## config.mk

```make
export PLATFORM = sky130hd
export DESIGN_NAME = err_weight_batcher
export DESIGN_NICKNAME = d
export VERILOG_FILES = /design/src/rtl/nn_accel_pkg.sv /design/src/rtl/err_weight_batcher.sv
export SDC_FILE = /design/constraint.sdc
export NUM_CORES = 1
export LEC_CHECK = 0
export ABC_CLOCK_PERIOD_IN_PS = 1600
export CAP_MARGIN = 20
export CELL_PAD_IN_SITES_DETAIL_PLACEMENT = 0
export CELL_PAD_IN_SITES_GLOBAL_PLACEMENT = 1
export CORE_MARGIN = 10
export CORE_UTILIZATION = 33
export CTS_BUF_LIST = sky130_fd_sc_hd__clkbuf_4
export CTS_CLUSTER_DIAMETER = 30
export DETAILED_ROUTE_END_ITERATION = 16
export PLACE_DENSITY = 0.84
export SLEW_MARGIN = 20
export SYNTH_ARGS = -nofsm -noshare
export SYNTH_HDL_FRONTEND = slang
export SYNTH_SLANG_ARGS = --single-unit
```

## constraint.sdc

```tcl
create_clock -name clk -period 1.6 [get_ports clk]
set_input_delay 0.32 -clock clk [delete_from_list [all_inputs] [get_ports clk]]
set_output_delay 0.32 -clock clk [all_outputs]
set_load 0.05 [all_outputs]
```

## src/rtl/nn_accel_pkg.sv

```systemverilog
`default_nettype none
// ============================================================================
//  Module      : nn_accel_pkg
//  Description : Shared FloPoCo exception codes, batcher state encoding and
//                width/batch-count helpers for the NN accelerator datapath.
//  Revision    : 1.0 - initial release
// ============================================================================
package nn_accel_pkg;

    localparam logic [1:0] EXC_ZERO   = 2'b00;
    localparam logic [1:0] EXC_NORMAL = 2'b01;
    localparam logic [1:0] EXC_INF    = 2'b10;
    localparam logic [1:0] EXC_NAN    = 2'b11;

    typedef enum logic [0:0] {
        IDLE = 1'b0,
        SEND = 1'b1
    } batcher_state_t;

    function automatic int calc_w(input int element_width, input int extra);
        return element_width + extra;
    endfunction

    // Returns 0 when the batch size does not evenly divide the vector length.
    function automatic int calc_nb(input int num_unknowns, input int per_batch);
        if (per_batch <= 0 || (num_unknowns % per_batch) != 0)
            return 0;
        return num_unknowns / per_batch;
    endfunction

endpackage
`default_nettype wire

```

## src/rtl/err_weight_batcher.sv

```systemverilog
`default_nettype none
// ============================================================================
//  Module      : err_weight_batcher
//  Description : Captures one error + weight-vector candidate per handshake
//                and replays it to the comparator as consecutive batches.
//  Revision    : 1.0 - initial release
// ============================================================================
module err_weight_batcher
    import nn_accel_pkg::*;
#(
    parameter  int ELEMENT_WIDTH         = 32,
    parameter  int Extra                 = 2,
    parameter  int Num_Unknowns          = 4,
    parameter  int Num_Unknown_Per_Batch = 2,
    localparam int c_W                   = calc_w(ELEMENT_WIDTH, Extra)
) (
    input  logic                                 clk,
    input  logic                                 rst,
    input  logic                                 in_valid,
    output logic                                 in_ready,
    input  logic [c_W-1:0]                       in_err,
    input  logic [c_W*Num_Unknowns-1:0]          in_weights,
    input  logic                                 hold,
    output logic [c_W-1:0]                       current_err,
    output logic [c_W*Num_Unknown_Per_Batch-1:0] current_weights,
    output logic                                 batch_valid,
    output logic                                 first_batch,
    output logic                                 last_batch,
    output logic [7:0]                           drop_cnt
);

    localparam int c_NB = calc_nb(Num_Unknowns, Num_Unknown_Per_Batch);
    localparam int c_BW = c_W * Num_Unknown_Per_Batch;
    localparam int c_VW = c_W * Num_Unknowns;
    localparam int c_IW = (c_NB > 1) ? $clog2(c_NB) : 1;
    localparam logic [c_IW-1:0] c_LAST_IDX = c_IW'((c_NB > 0) ? c_NB - 1 : 0);

    generate
        if (c_NB == 0) begin : g_bad_params
            $error("Num_Unknown_Per_Batch must divide Num_Unknowns");
        end
    endgenerate

    batcher_state_t    r_state;
    logic [c_IW-1:0]   r_idx;
    logic [c_VW-1:0]   r_weights;

    logic              w_nan;
    logic              w_accept;
    logic              w_start;
    logic [c_IW-1:0]   w_idx_next;
    logic [c_BW-1:0]   w_slices [c_NB];

    // Batch k is the k-th slice counted from the MSB end of the held vector.
    generate
        for (genvar k = 0; k < c_NB; k++) begin : g_slice
            assign w_slices[k] = r_weights[c_VW-1-k*c_BW -: c_BW];
        end
    endgenerate

    assign w_nan      = (in_err[c_W-1 -: 2] == EXC_NAN);
    assign in_ready   = (r_state == IDLE) ||
                        ((r_state == SEND) && (r_idx == c_LAST_IDX) && !hold);
    assign w_accept   = in_valid && in_ready;
    assign w_start    = w_accept && !w_nan;
    assign w_idx_next = (r_idx == c_LAST_IDX) ? '0 : r_idx + 1'b1;

    always_ff @(posedge clk or negedge rst) begin
        if (!rst) begin
            r_state         <= IDLE;
            r_idx           <= '0;
            r_weights       <= '0;
            current_err     <= '0;
            current_weights <= '0;
            batch_valid     <= 1'b0;
            first_batch     <= 1'b0;
            last_batch      <= 1'b0;
            drop_cnt        <= '0;
        end else begin
            if (w_accept && w_nan && drop_cnt != 8'hFF)
                drop_cnt <= drop_cnt + 8'd1;

            // A NaN accept is consumed but falls through as if nothing arrived.
            if (w_start) begin
                r_state         <= SEND;
                r_idx           <= '0;
                r_weights       <= in_weights;
                current_err     <= in_err;
                current_weights <= in_weights[c_VW-1 -: c_BW];
                batch_valid     <= 1'b1;
                first_batch     <= 1'b1;
                last_batch      <= (c_NB == 1);
            end else if (r_state == SEND && !hold) begin
                if (r_idx != c_LAST_IDX) begin
                    r_idx           <= w_idx_next;
                    current_weights <= w_slices[w_idx_next];
                    first_batch     <= 1'b0;
                    last_batch      <= (w_idx_next == c_LAST_IDX);
                end else begin
                    r_state     <= IDLE;
                    r_idx       <= '0;
                    batch_valid <= 1'b0;
                    first_batch <= 1'b0;
                    last_batch  <= 1'b0;
                end
            end
        end
    end

endmodule
`default_nettype wire
```

Figure 1. I/O nets highlighted.
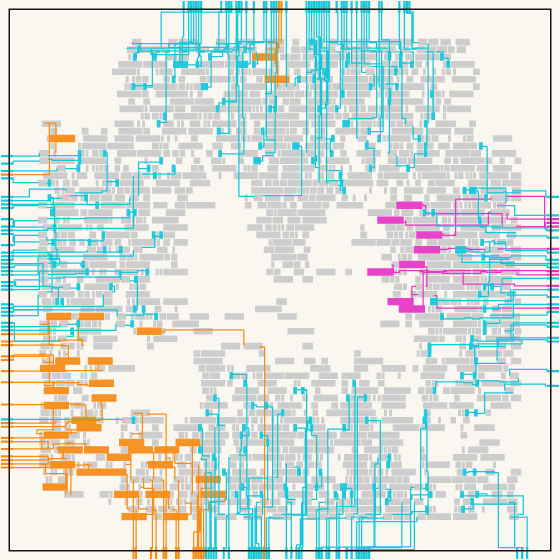
cyan -> `in_weights`  # bits 136, direction input, end cells 198, buffers 136, wire 6020 um
magenta -> `drop_cnt`  # bits 8, direction output, end cells 8, buffers 8, wire 423 um
orange -> `current_err`  # bits 34, direction output, end cells 34, buffers 34, wire 1370 um
number of buffer cells added on primary ports: 287
number of top-level design ports: 288

Figure 2. Placement by cell class.
The bar under the picture is 50 um long.
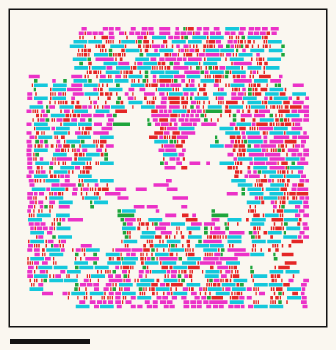
cyan -> flops  # cells 243, share of their area 34%
magenta -> other buffers and delay cells  # cells 484, share of their area 34%
red -> combinational and other logic  # cells 866, share of their area 26%
green -> clock drivers and dummy loads  # cells 129, share of their area 5.6%
core utilization of the finished layout: 58.3%
Design Area, Final: 0.0183 mm2

Figure 3. Signal metal coverage by tile.
The bar under the picture is 50 um long. The die is cut into 40 by 40 equal tiles; dark purple is low, yellow is high, scaled to the fullest tile. Values are wire area over tile area, all layers added.
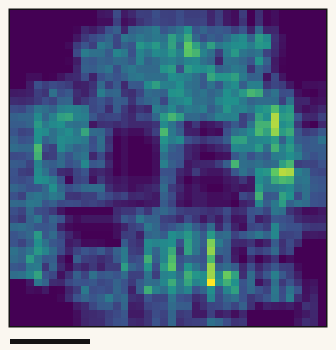
mean over tiles = 0.17
nearly empty tiles = 16%
fullest tile = 0.72
tiles over half the peak = 7.2%
gr usage total: 18.7%
sum of routed wire length over all layers: 39800 um
total via count in the routed design: 10300

==> results.txt <==
The synthesis and PnR run went through. The analysis attributes to net switching a power of 16900 uW. The group that draws the most power in this run is combinational logic. STA lists the startpoint of the worst register-to-register path as r_idx$_DFFE_PN0P_.

Across all register-to-register paths, the minimum setup slack is -0.31 ns. Max capacitance violation total landed at 0. Static leakage power landed at approximately 0.0089 uW.

In this run the critical register-to-register path is captured at current_weights[12]$_DFFE_PN0P_. TritonCTS created 75 clock buffers. Buffer count from post-CTS setup fixing landed at 66. Placed standard-cell area landed at ~0.014 mm2. The flow ran to the end, but the final reports show violations. Largest net degree at the start of global routing landed at 62.

The synthesis stat section lists a flop and latch total of 243. In the final layout, multi-input gates take up approximately 25% of the cell area. Residual overflow from global routing landed at 0.

The later pin in the worst-skew pair is clocked with a latency of between 0.6 and 0.7 ns. Sequential fraction of the synthesis area landed at 58.1%. Number of failing hold endpoints at the final stage landed at 0. During tapcell insertion the tool placed about 400 well taps.

The final reports fail on negative setup slack. Per the timing report, the biggest fanout along the worst path comes to 6. Portion of total power attributed to combinational logic landed at roughly 56%. In the synthesized netlist the dominant register cell turns out to be sky130_fd_sc_hd__dfrtp_1. Area of the die landed at around 0.039 mm2. Count of cell instances traversed by the critical path landed at 9. Per the OpenROAD floorplan log, the width of the die is 198 um. The layout has 2615 filler cells. The final timing report counts setup violations totalling 225. Vias per cell landed at just under 5. Net total in the final layout landed at around 1800. Worst path setup slack after routing landed at -0.305 ns. Setup repair after global routing could not meet its margin everywhere. Clock network fraction of total power landed at 16.3%. The root buffer cell chosen for the clock tree is sky130_fd_sc_hd__clkbuf_4. The timing report gives the clock slew at the launch and capture registers of the worst setup and hold paths as 0.07 ns. Maximum resistive drop on vdd landed at between 1000 and 1500 uV. After layout the signal buffers, clock cells excluded, come to 33.2% of cell area.

Number of non-filler instances in the completed layout landed at 2126. Area share of the largest cell type after synthesis landed at 58.1%. Internal power consumption landed at 23000 uW.
Figure 4. Routing congestion map.
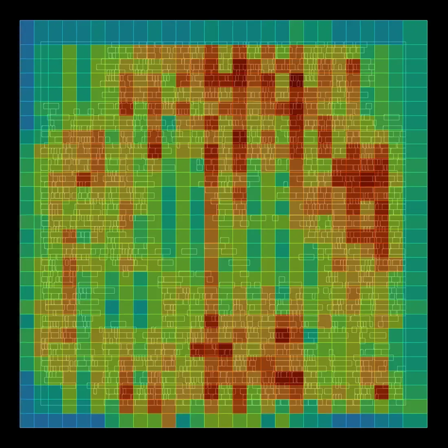
global-route layer with the greatest usage: met2
met3 routing resource usage after global routing: 6.86%
met1 capacity usage during global routing: 21.4%
grt met2 use: 30.9%
average wire per cell in the routed design: 18.7 um

Figure 5. Cells by drive strength.
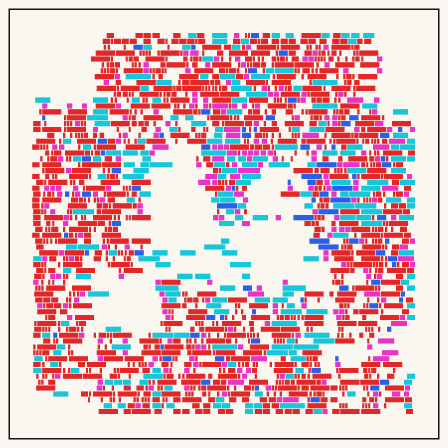
red -> _0 and _1 cells  # cells 1191, most used nand2_1
blue -> _2 cells  # cells 78, most used o31ai_2
cyan -> _6 and larger  # cells 210, most used buf_6
magenta -> _3 and _4 cells  # cells 243, most used clkbuf_4
Area Overhead vs Synth: 74.7%
setup slack after layout: -0.305 ns
bufs w/o clock: 484

Power figures rest on the tool's default switching activity, not on a simulated workload.
